[src/rtl/panda_hazard_ctrl.sv]
// Pipeline hazard controller: resolves load-use, multicycle, redirect and memory-wait
// events into per-stage stall, bubble and flush controls, plus a saturating stall counter.
module panda_hazard_ctrl #(
  parameter int MC_LATENCY  = 4,
  parameter int FLUSH_DEPTH = 2,
  parameter int PERF_W      = 16
) (
  input  logic              clk_i,
  input  logic              rst_ni,
  input  logic              load_use_hazard_i,
  input  logic              mc_start_i,
  input  logic              branch_taken_i,
  input  logic              trap_i,
  input  logic              mem_wait_i,
  output logic              stall_if_o,
  output logic              stall_id_o,
  output logic              stall_ex_o,
  output logic              bubble_ex_o,
  output logic              bubble_mem_o,
  output logic              flush_if_o,
  output logic              flush_id_o,
  output logic              mc_busy_o,
  output logic [PERF_W-1:0] stall_cnt_o
);

  localparam int CNT_MAX = (MC_LATENCY > FLUSH_DEPTH) ? MC_LATENCY : FLUSH_DEPTH;
  localparam int CNT_W   = $clog2(CNT_MAX);

  typedef enum logic [1:0] {
    IDLE    = 2'd0,
    MC_BUSY = 2'd1,
    FLUSH   = 2'd2
  } state_t;

  // Entry points: the redirecting cycle itself counts as the first flush cycle,
  // and the issuing cycle as the first multicycle stall.
  localparam state_t           REDIR_STATE = (FLUSH_DEPTH > 1) ? FLUSH : IDLE;
  localparam logic [CNT_W-1:0] REDIR_CNT   = (FLUSH_DEPTH > 1) ? CNT_W'(FLUSH_DEPTH - 2) : '0;
  localparam state_t           MC_STATE    = (MC_LATENCY >= 3) ? MC_BUSY : IDLE;
  localparam logic [CNT_W-1:0] MC_CNT      = (MC_LATENCY >= 3) ? CNT_W'(MC_LATENCY - 3) : '0;

  state_t            state_r, state_nxt_s;
  logic [CNT_W-1:0]  cnt_r, cnt_nxt_s;
  logic              mc_busy_r;
  logic [PERF_W-1:0] stall_cnt_r;
  logic              stall_if_s, stall_id_s, stall_ex_s;
  logic              bubble_ex_s, bubble_mem_s, flush_if_s, flush_id_s;

  // Prioritised event decode and next-state selection.
  always_comb begin
    state_nxt_s  = state_r;
    cnt_nxt_s    = cnt_r;
    stall_if_s   = 1'b0;
    stall_id_s   = 1'b0;
    stall_ex_s   = 1'b0;
    bubble_ex_s  = 1'b0;
    bubble_mem_s = 1'b0;
    flush_if_s   = 1'b0;
    flush_id_s   = 1'b0;
    if (trap_i) begin
      flush_if_s   = 1'b1;
      flush_id_s   = 1'b1;
      bubble_mem_s = 1'b1;
      state_nxt_s  = REDIR_STATE;
      cnt_nxt_s    = REDIR_CNT;
    end else if (mem_wait_i) begin
      stall_if_s = 1'b1;
      stall_id_s = 1'b1;
      stall_ex_s = 1'b1;
    end else begin
      case (state_r)
        IDLE: begin
          if (branch_taken_i) begin
            flush_if_s  = 1'b1;
            flush_id_s  = 1'b1;
            state_nxt_s = REDIR_STATE;
            cnt_nxt_s   = REDIR_CNT;
          end else if (mc_start_i) begin
            stall_if_s   = 1'b1;
            stall_id_s   = 1'b1;
            stall_ex_s   = 1'b1;
            bubble_mem_s = 1'b1;
            state_nxt_s  = MC_STATE;
            cnt_nxt_s    = MC_CNT;
          end else if (load_use_hazard_i) begin
            stall_if_s  = 1'b1;
            stall_id_s  = 1'b1;
            bubble_ex_s = 1'b1;
          end else begin
            state_nxt_s = IDLE;
          end
        end
        MC_BUSY: begin
          stall_if_s   = 1'b1;
          stall_id_s   = 1'b1;
          stall_ex_s   = 1'b1;
          bubble_mem_s = 1'b1;
          if (cnt_r == '0) begin
            state_nxt_s = IDLE;
          end else begin
            cnt_nxt_s = cnt_r - CNT_W'(1);
          end
        end
        FLUSH: begin
          if (branch_taken_i) begin
            flush_if_s  = 1'b1;
            flush_id_s  = 1'b1;
            state_nxt_s = REDIR_STATE;
            cnt_nxt_s   = REDIR_CNT;
          end else if (cnt_r == '0) begin
            flush_if_s  = 1'b1;
            state_nxt_s = IDLE;
          end else begin
            flush_if_s = 1'b1;
            cnt_nxt_s  = cnt_r - CNT_W'(1);
          end
        end
        default: begin
          state_nxt_s = IDLE;
          cnt_nxt_s   = '0;
        end
      endcase
    end
  end

  // FSM state, counter and performance counter registers.
  always_ff @(posedge clk_i or negedge rst_ni) begin
    if (!rst_ni) begin
      state_r     <= IDLE;
      cnt_r       <= '0;
      mc_busy_r   <= 1'b0;
      stall_cnt_r <= '0;
    end else begin
      state_r   <= state_nxt_s;
      cnt_r     <= cnt_nxt_s;
      mc_busy_r <= (state_nxt_s == MC_BUSY);
      if (stall_if_s && (stall_cnt_r != {PERF_W{1'b1}})) begin
        stall_cnt_r <= stall_cnt_r + PERF_W'(1);
      end else begin
        stall_cnt_r <= stall_cnt_r;
      end
    end
  end

  // Controls are forced low while reset is held, whatever the inputs do.
  assign stall_if_o   = rst_ni & stall_if_s;
  assign stall_id_o   = rst_ni & stall_id_s;
  assign stall_ex_o   = rst_ni & stall_ex_s;
  assign bubble_ex_o  = rst_ni & bubble_ex_s;
  assign bubble_mem_o = rst_ni & bubble_mem_s;
  assign flush_if_o   = rst_ni & flush_if_s;
  assign flush_id_o   = rst_ni & flush_id_s;
  assign mc_busy_o    = mc_busy_r;
  assign stall_cnt_o  = stall_cnt_r;

endmodule

[config.mk]
export PLATFORM = sky130hd
export DESIGN_NAME = panda_hazard_ctrl
export DESIGN_NICKNAME = d
export VERILOG_FILES = /design/src/rtl/panda_hazard_ctrl.sv
export SDC_FILE = /design/constraint.sdc
export NUM_CORES = 1
export LEC_CHECK = 0
export CAP_MARGIN = 25
export CORE_MARGIN = 4
export CORE_UTILIZATION = 44
export DETAILED_ROUTE_END_ITERATION = 10
export GPL_ROUTABILITY_DRIVEN = 0
export PLACE_DENSITY = 0.78
export SKIP_CTS_REPAIR_TIMING = 1
export SLEW_MARGIN = 20
export SYNTH_ARGS = -nofsm -noshare
export SYNTH_HDL_FRONTEND = slang
export SYNTH_SLANG_ARGS = --single-unit
[constraint.sdc]
create_clock -name clk_i -period 1.9 [get_ports clk_i]
set_input_delay 0.38 -clock clk_i [delete_from_list [all_inputs] [get_ports clk_i]]
set_output_delay 0.38 -clock clk_i [all_outputs]
set_load 0.03 [all_outputs]
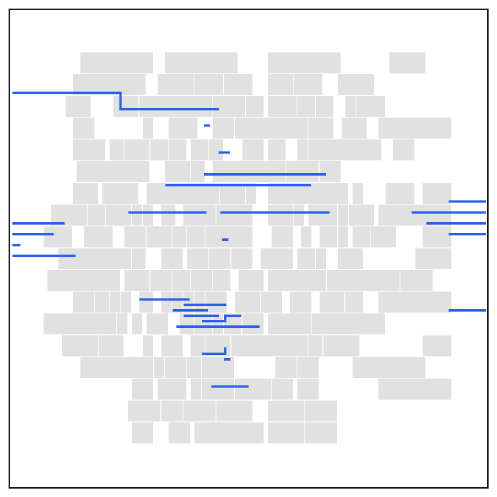
Figure 1: run 1, met3 routing.
Scale: 8 px per um.
longest straight run: 17.9 um
share of all routed wire: 5.6%
main direction: horizontal
wire length on this layer: 176 um
nets with wire on the layer: 22
final WL: 3150 um
vias: 1,103

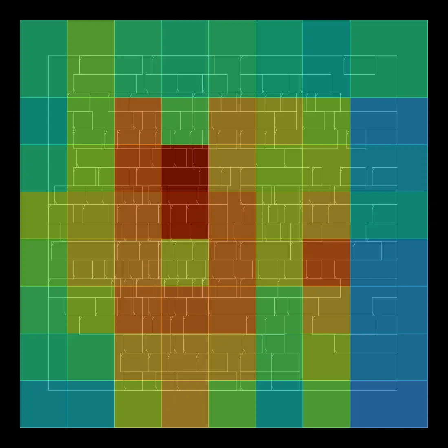
Figure 2: run 1, routing congestion map.
busiest grt layer: met2
met1 global-route usage: 0.242

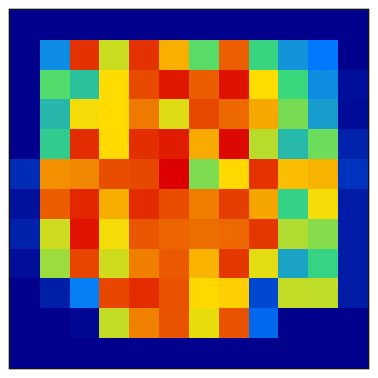
Figure 3: run 1, placement density heat map.
Scale: 6 px per um. The die is cut into 12 by 12 equal tiles; dark blue is low, red is high, 0 to 100% covered.
emptiest ninth of the die: lower right
densest ninth of the die: center
tiles over 75% full: 38%
nearly empty tiles: 25%
mean over tiles: 49%
fullest tile: 100%
core area: 2500 um2
Init Core Util: 0.469
Final Util: 0.715

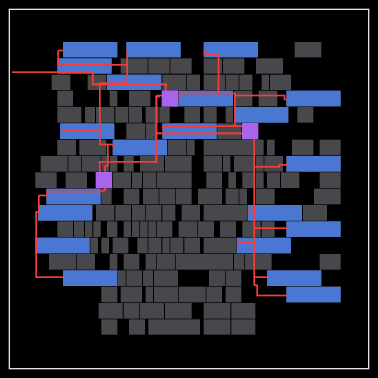
Figure 4: run 1, clock distribution.
Scale: 6 px per um.
legend:
  red:
    item: clock wires
    length: 254 um
  purple:
    item: clock-net drivers
    count: 3
  blue:
    item: flip-flops
    count: 21
routed clock nets: 4
worst skew pair latency: 0.31 ns
clock share of power: 0.156
Clock net power: 0.000219 W
Post-Route Skew: 0.00947 ns

==> job_summary.md, run 1 <==
## Implementation flow summary

| Metric | Value |
|---|---|
| Status | complete, but fails checks |
| Failing checks | negative setup slack |
| Largest net degree at the start of global routing | 14 |
| Drt drc | 0 |
| Met3 usage | 0.0458 |
| First-iteration detailed-routing DRC count | 29 |
| Reg clk slew, reported paths | 0.12 ns |
| Critical Path, Cell by Cell | or4_4 > nor4b_4 > buf_6 |
| Ys async rst share | 1.00 |
| Final WS setup | -0.182 ns |
| Setup TNS | -0.624 ns |
| Tool warning count | 28 |
| Yosys warns | 0 |
| Synthesized cell area | 1170 um2 |
| Grt total ovfl | 0 |
| Worst R2R Start | state_r[1]$_DFF_PN0_ |
| Endpoints failing setup | 10 |
| Synth flops | 21 |
| Vias in the first global route | 1,061 |
| CP max-delay cell | or4_4 |
| Post-placement cell count | 190 |
| Antenna cell count | 0 |
| # nets final | 178 |
| Gate Count Post-Synth | 116 |
| Post-Syn Area per Cell | 10.1 um2 |
| Clock sink count | 21 |
| Total of max-cap violations | 0 |
| Top_reg_cell synth | dfrtp_1 |
| CTS H-Tree Depth | 1 |
| Yosys stat chip area | 1170 um2 |
| Max-slew headroom | 0.755 |
| Register Area | 526 um2 |
| First-pass GRT wire length | 4900 um |
| Largest cells by area after synthesis | dfrtp_1 (45%), xnor2_1 (7.5%), xor2_1 (4.5%), nand4_1 (4.3%), nor2_1 (4.2%) |
| Crit path launch | state_r[0]$_DFF_PN0_ |
| Leakage Power | 0.863 nW |
| Antenna violations before repair | 0 |
| Antenna-violating nets left | 0 |
| Clock Path Buffers | 2 |
| Worst-path fanout max | 2 |
run 1: stage by stage:
step,hold WS (ns),util,setup WS (ns),cell area [um2]
floorplan,0.0844,-,-0.0234,1200
global placement,0.484,0.649,-0.325,1620
detailed placement,0.495,0.649,-0.362,1620
CTS,0.477,0.659,-0.361,1650
global route,0.121,0.715,-0.221,1790
finish,0.0965,0.715,-0.182,1790
run 1: worst register-to-register path: stages, from the launching register on:
cell and delay, ns:
dfrtp_1 0.43, buf_4 0.15, buf_8 0.12, nor2_8 0.09, a221oi_4 0.08, buf_6 0.14
or4_4 0.58, nor3_2 0.15, xor2_1 0.17
run 1: cells by family after synthesis:
logic type	Yosys count	share of synthesized area
AOI/OAI and AO/OA	15	0.122
xor gates and xnor gates	16	0.119
adders and majority gates	1	0.0107
buffers and inverters	9	0.0384
DFF	21	0.448
muxes	1	0.00959
and+or+nand+nor	53	0.253
run 1: registers in the layout, summed over array words and instances, names as in the netlist:
name         flops
stall_cnt_o     16
cnt_r            2
state_r          2
mc_busy_o        1
run 1: where the power goes:
group          switching (W)  internal (W)
combinational       0.000304      0.000252
sequential          0.000107      0.000518
clock               0.000137     0.0000821
run 1: placed cells by master (no fill, tap or decap), types with 2 or more instances in the layout:
master / instances
clkbuf_4: 3
nor3_2: 2
o21a_1: 3
nand2_1: 10
dfrtp_1: 21
and3_1: 2
xor2_1: 6
nor2_1: 8
o21ai_1: 2
xnor2_1: 10
clkdlybuf4s50_1: 12
a21oi_1: 2
nand4_1: 8
or4_4: 2
nand3_1: 6
buf_6: 8
buf_4: 21
dlymetal6s2s_1: 11
inv_1: 4
nor2_2: 4
run 1: cell type report:
cell class / instances / share of cell area
inverter: 5 / 0.0105
tap: 30 / 0.0210
multi-input combinational: 86 / 0.369
timing repair buffer: 53 / 0.291
sequential: 21 / 0.294
clock buffer: 4 / 0.0147
run 1: layer usage:
metal	vias up	wire, um
met5	-	0
met4	0	56
met3	7	176
met2	37	1630
met1	544	1290
li1	515	-
run 1: worst max-delay path by stage:
stage / endpoint / depth (start not counted)
after floorplan: stall_if_o / 5
after global placement: bubble_ex_o / 4
after detailed placement: bubble_ex_o / 4
after CTS: bubble_ex_o / 4
after global routing: bubble_ex_o / 3
final: bubble_ex_o / 3
==> run 2, diff against run 1 <==
--- a/config.mk
+++ b/config.mk
@@ -7,10 +7,10 @@
 export LEC_CHECK = 0
 export CAP_MARGIN = 25
 export CORE_MARGIN = 4
-export CORE_UTILIZATION = 44
+export CORE_UTILIZATION = 43
 export DETAILED_ROUTE_END_ITERATION = 10
 export GPL_ROUTABILITY_DRIVEN = 0
-export PLACE_DENSITY = 0.78
+export PLACE_DENSITY = 0.79
 export SKIP_CTS_REPAIR_TIMING = 1
 export SLEW_MARGIN = 20
 export SYNTH_ARGS = -nofsm -noshare
==> constraint.sdc (replaced) <==
create_clock -name clk_i -period 1.69 [get_ports clk_i]
set_input_delay 0.338 -clock clk_i [delete_from_list [all_inputs] [get_ports clk_i]]
set_output_delay 0.338 -clock clk_i [all_outputs]
set_load 0.03 [all_outputs]
==> job_summary.md, run 2 <==
## Implementation flow summary

| Metric | Value |
|---|---|
| Setup TNS | -2.63 ns (-2.00 ns) |
| Final WS setup | -0.327 ns (-0.144 ns) |
| Largest cells by area after synthesis | dfrtp_1 (45%), xnor2_1 (7.5%), xor2_1 (4.5%), nand4_1 (4.3%), nor2_1 (4.2%) |
| Clock Path Buffers | 2 (unchanged) |
| Worst skew pair latency | 0.31 ns (about the same) |
| Tool warning count | 28 (unchanged) |
| Gate Count Post-Synth | 116 (unchanged) |
| Vias | 1,069 (-3.1%) |
| Status | complete, but fails checks |
| Ys async rst share | 1.00 (unchanged) |
| Core area | 2540 um2 (+1.8%) |
| Init Core Util | 0.461 (-0.00831) |
| Antenna cell count | 0 (unchanged) |
| Most instantiated logic cells after routing | dlymetal6s2s_1 (20), buf_4 (18), dfrtp_1 (15) |
| Drt drc | 0 (unchanged) |
| Most frequent logic cell in the layout | dlymetal6s2s_1 |
| Antenna violations before repair | 0 (unchanged) |
| Worst-path fanout max | 2 (unchanged) |
| First-iteration detailed-routing DRC count | 27 (-6.9%) |
| Max reg flops | 16 (unchanged) |
| Yosys warns | 0 (unchanged) |
| Endpoints failing setup | 16 (+6) |
| Vias in the first global route | 1,085 (+2.3%) |
| # nets final | 176 (-1.1%) |
| Antenna-violating nets left | 0 (unchanged) |
| Internal power | 0.00101 W (+18%) |
| Leakage Power | 1.01 nW (+17%) |
| DP Area | 1640 um2 (+1.2%) |
| Post-placement cell count | 189 (-0.53%) |
| Clock sink count | 21 (unchanged) |
| Final WL | 3110 um (-1.4%) |
| Failing checks | negative setup slack |
| Yosys stat chip area | 1170 um2 (unchanged) |
| Top_reg_cell synth | dfrtp_1 |
| Worst R2R Start | state_r[1]$_DFF_PN0_ |
| Largest net degree at the start of global routing | 13 (-1) |
==> run 2: cell types whose count changed in the layout (fill, tap and decap cells not counted), sizes merged <==
cell,delta
buf,-2
clkinv,+1
clkdlybuf4s50,-9
dlymetal6s2s,+9
clkbuf,-1
==> run 2: logic make-up after synthesis <==
group | Yosys count | synth area share
buffers and inverters | 9 | 0.0384
XOR/XNOR | 16 | 0.119
AND/OR/NAND/NOR | 53 | 0.253
AND-OR/OR-AND | 15 | 0.122
multiplexers | 1 | 0.00959
flip-flops | 21 | 0.448
adder cells (fa/ha/maj) | 1 | 0.0107
==> run 2: final cells by class <==
cell class,instances,area [um2],share of cell area
Multi-Input combinational cell,86,721,0.386
Sequential cell,21,533,0.285
Timing Repair Buffer,51,528,0.283
Tap cell,30,37.5,0.0201
Clock buffer,3,22.5,0.0121
Inverter,5,21.3,0.0114
Clock inverter,1,5.00,0.00268
==> run 2: metal layers <==
metal	GRT usage	vias to the layer above	wire length, um
met5	0	-	0
met4	0.0791	0	66
li1	-	516	-
met2	0.313	32	1610
met3	0.0302	8	164
met1	0.220	513	1270
==> run 2: worst max-delay path by stage <==
| stage | from | endpoint | slack (ns) | cells after the start |
|---|---|---|---|---|
| detailed placement | mc_start_i | bubble_ex_o | -0.50 | 4 |
| global route | state_r[0]$_DFF_PN0_ | bubble_ex_o | -0.38 | 3 |
| CTS | mc_start_i | bubble_ex_o | -0.52 | 4 |
| floorplan | state_r[1]$_DFF_PN0_ | bubble_ex_o | -0.14 | 3 |
| global placement | mc_start_i | bubble_ex_o | -0.45 | 4 |
| finish | state_r[0]$_DFF_PN0_ | bubble_ex_o | -0.33 | 3 |
==> run 2: through the flow <==
step                setup WS (ns)  total power [W]
floorplan                  -0.142          0.00107
global placement           -0.451          0.00133
detailed placement         -0.504          0.00137
CTS                        -0.516          0.00161
global route               -0.383          0.00173
finish                     -0.327          0.00165
==> run 2: worst max-delay path, stage by stage, from the launching register on <==
cell     delay (ns)
dfrtp_1        0.40
or4_4          0.56
nor4b_4        0.24
buf_6          0.17
==> run 2: power by group through the flow <==
stage / combinational, W / sequential, W / clock [W]
after floorplan: 0.000203 / 0.000868 / 0
after global placement: 0.000608 / 0.000724 / 0
after detailed placement: 0.000626 / 0.000742 / 0
after CTS: 0.000629 / 0.000732 / 0.000249
after global routing: 0.000724 / 0.000748 / 0.000257
final: 0.000681 / 0.000726 / 0.000240
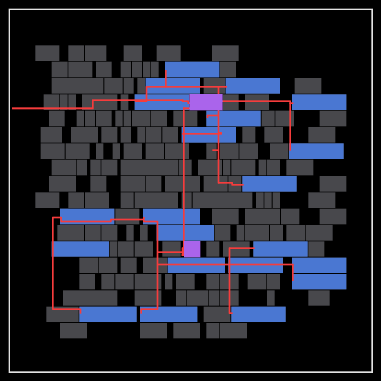
Figure 5: run 2, clock distribution.
Scale: 6 px per um.
legend:
  red:
    item: clock wires
    length: 240 um
  blue:
    item: flip-flops
    count: 21
  purple:
    item: clock-net drivers
    count: 3
routed clock nets: 4
Post-Route Skew: 0.0105 ns
clock share of power: 0.146

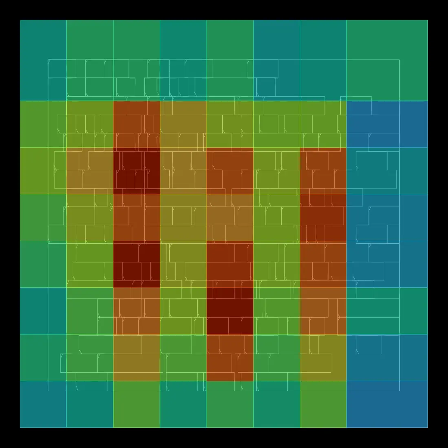
Figure 6: run 2, routing congestion map.
Final Util: 0.734
Total GRT Usage: 0.182

==> run 3, diff against run 2 <==
--- a/config.mk
+++ b/config.mk
@@ -6,11 +6,13 @@
 export NUM_CORES = 1
 export LEC_CHECK = 0
 export CAP_MARGIN = 25
+export CELL_PAD_IN_SITES_DETAIL_PLACEMENT = 1
+export CELL_PAD_IN_SITES_GLOBAL_PLACEMENT = 1
 export CORE_MARGIN = 4
-export CORE_UTILIZATION = 43
+export CORE_UTILIZATION = 32
 export DETAILED_ROUTE_END_ITERATION = 10
 export GPL_ROUTABILITY_DRIVEN = 0
-export PLACE_DENSITY = 0.79
+export PLACE_DENSITY = 0.77
 export SKIP_CTS_REPAIR_TIMING = 1
 export SLEW_MARGIN = 20
 export SYNTH_ARGS = -nofsm -noshare
==> job_summary.md, run 3 <==
## Implementation flow summary

| Metric | Value |
|---|---|
| Total GRT Usage | 0.157 (-0.0251) |
| Ys async rst share | 1.00 (unchanged) |
| Place WS | -0.494 ns (+0.00959 ns) |
| Most frequent logic cell in the layout | buf_4 |
| Antenna cell count | 0 (unchanged) |
| Leakage Power | 1.03 nW (+2.3%) |
| Slew @ Worst Pin | 0.447 ns |
| Final WL | 3420 um (+10%) |
| Root Buffer | clkbuf_8 |
| And+or+nand+nor area frac | 0.253 (unchanged) |
| Vias | 1,090 (+2.0%) |
| Failing checks | negative setup slack |
| Yosys aoi share | 0.122 (unchanged) |
| Gate Count Post-Synth | 116 (unchanged) |
| Largest cells by area after synthesis | dfrtp_1 (45%), xnor2_1 (7.5%), xor2_1 (4.5%), nand4_1 (4.3%), nor2_1 (4.2%) |
| Clock sink count | 21 (unchanged) |
| Endpoints failing setup | 19 (+3) |
| Area growth syn-to-layout | 59.9% |
| Post-Route Skew | 0.00551 ns (-0.00495 ns) |
| Max reg flops | 16 (unchanged) |
| DP Area | 1680 um2 (+2.6%) |
| Hold Crit Class | in -> async |
| Top logic family | simple AND/OR/NAND/NOR gates |
| Vias in the first global route | 1,197 (+10%) |
| Status | complete, but fails checks |
| Post-Synth Adder-Cell Area | 0.0107 (unchanged) |
| Yosys warns | 0 (unchanged) |
| Antenna-violating nets left | 0 (unchanged) |
| Yosys stat chip area | 1170 um2 (unchanged) |
| Top_reg_cell synth | dfrtp_1 |
| Worst-path fanout max | 2 (unchanged) |
| Worst skew pair latency | 0.26 ns (-0.05 ns) |
| Clock Path Buffers | 2 (unchanged) |
| First-iteration detailed-routing DRC count | 20 (-26%) |
| Post-placement cell count | 208 (+10%) |
| Drt drc | 0 (unchanged) |
| Final WS setup | -0.296 ns (+0.0309 ns) |
| Synth Area in XOR/XNOR | 0.119 (unchanged) |
| Most instantiated logic cells after routing | buf_4 (23), dlymetal6s2s_1 (22), dfrtp_1 (14) |
| Tool warning count | 28 (unchanged) |
| # nets final | 178 (+1.1%) |
## run 3: netlist changes by cell type in the layout (fill, tap and decap cells not counted), sizes merged
cell / before / now
clkdlybuf4s50: 3 / 1
buf: 28 / 30
clkinv: 1 / 0
dlymetal6s2s: 20 / 22
clkbuf: 3 / 4
## run 3: layout make-up
class / count / area [um2]
multi-input combinational: 86 / 684
clock buffer: 4 / 45.0
timing repair buffer: 53 / 537
fill: 396 / 1570
sequential: 21 / 534
inverter: 5 / 18.8
tap: 46 / 57.6
## run 3: metal layers
metal	vias to the layer above	global-route usage	share of wire
met2	25	0.285	0.52
li1	516	-	-
met4	0	0.0422	0.0032
met1	547	0.185	0.42
met5	-	0	0
met3	2	0.0308	0.058
## run 3: through the flow
stage / utilization / power, W
final: 0.545 / 0.00172
after global routing: 0.545 / 0.00182
after global placement: 0.489 / 0.00137
after floorplan: - / 0.00107
after detailed placement: 0.489 / 0.00140
after CTS: 0.502 / 0.00173
## run 3: cell families (layout without fill, tap and decap cells)
logic type	count (synthesis)	count (layout)
AND/OR/NAND/NOR	53	53
flip-flops	21	21
XOR/XNOR	16	16
AND-OR/OR-AND	15	15
buffers and inverters	9	62
adder cells (fa/ha/maj)	1	1
multiplexers	1	1
## run 3: path summary, 6_finish.rpt
path	from	end	slack (ns)	cells past startpoint
min in group clk_i	stall_cnt_o[3]$_DFFE_PN0P_	stall_cnt_o[3]$_DFFE_PN0P_	0.52	1
max in group asynchronous	rst_ni	state_r[1]$_DFF_PN0_	1.20	3
setup reg to reg	state_r[1]$_DFF_PN0_	stall_cnt_o[14]$_DFFE_PN0P_	-0.28	8
hold reg to reg	stall_cnt_o[3]$_DFFE_PN0P_	stall_cnt_o[3]$_DFFE_PN0P_	0.52	1
hold / removal	rst_ni	stall_cnt_o[0]$_DFFE_PN0P_	0.23	3
setup / recovery	state_r[0]$_DFF_PN0_	bubble_ex_o	-0.30	3
## run 3: critical path, stage by stage, from the launching register on
cell and delay (ns):
dfrtp_1 0.40, or4_4 0.56, nor4b_4 0.26, buf_6 0.17
## run 3: report_power, final
part           internal (W)  switching, W  total, W  leakage, nW
logic              0.000320      0.000361  0.000681        0.740
clock network      0.000168      0.000159  0.000327       0.0228
registers          0.000597      0.000112  0.000709        0.266
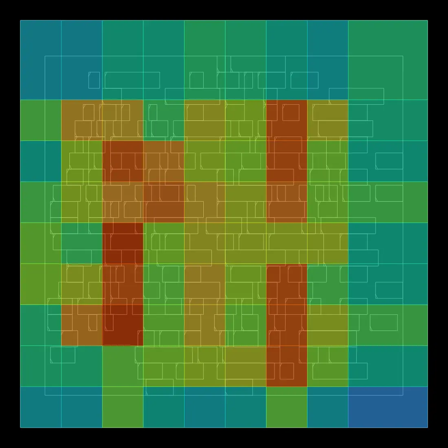
Figure 7: run 3, routing congestion map.
GR Layer Usage met2: 0.285
met1 global-route usage: 0.185
Final Util: 0.545
wire length per cell: 15.9 um

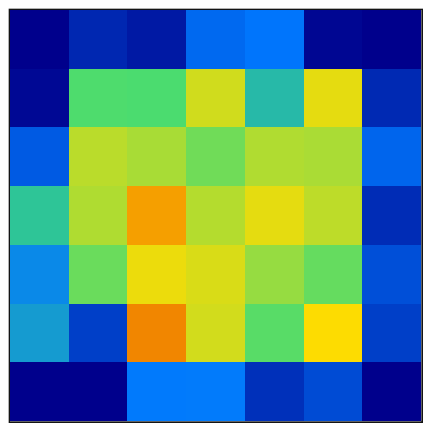
Figure 8: run 3, placement density heat map.
Scale: 6 px per um. The die is cut into 7 by 7 equal tiles; dark blue is low, red is high, 0 to 100% covered.
mean over tiles: 39%
tiles over 75% full: 4.1%
fullest tile: 85%
nearly empty tiles: 14%
densest ninth of the die: center
core area: 3440 um2
Init Core Util: 0.341

Power and IR drop assume default switching activity.
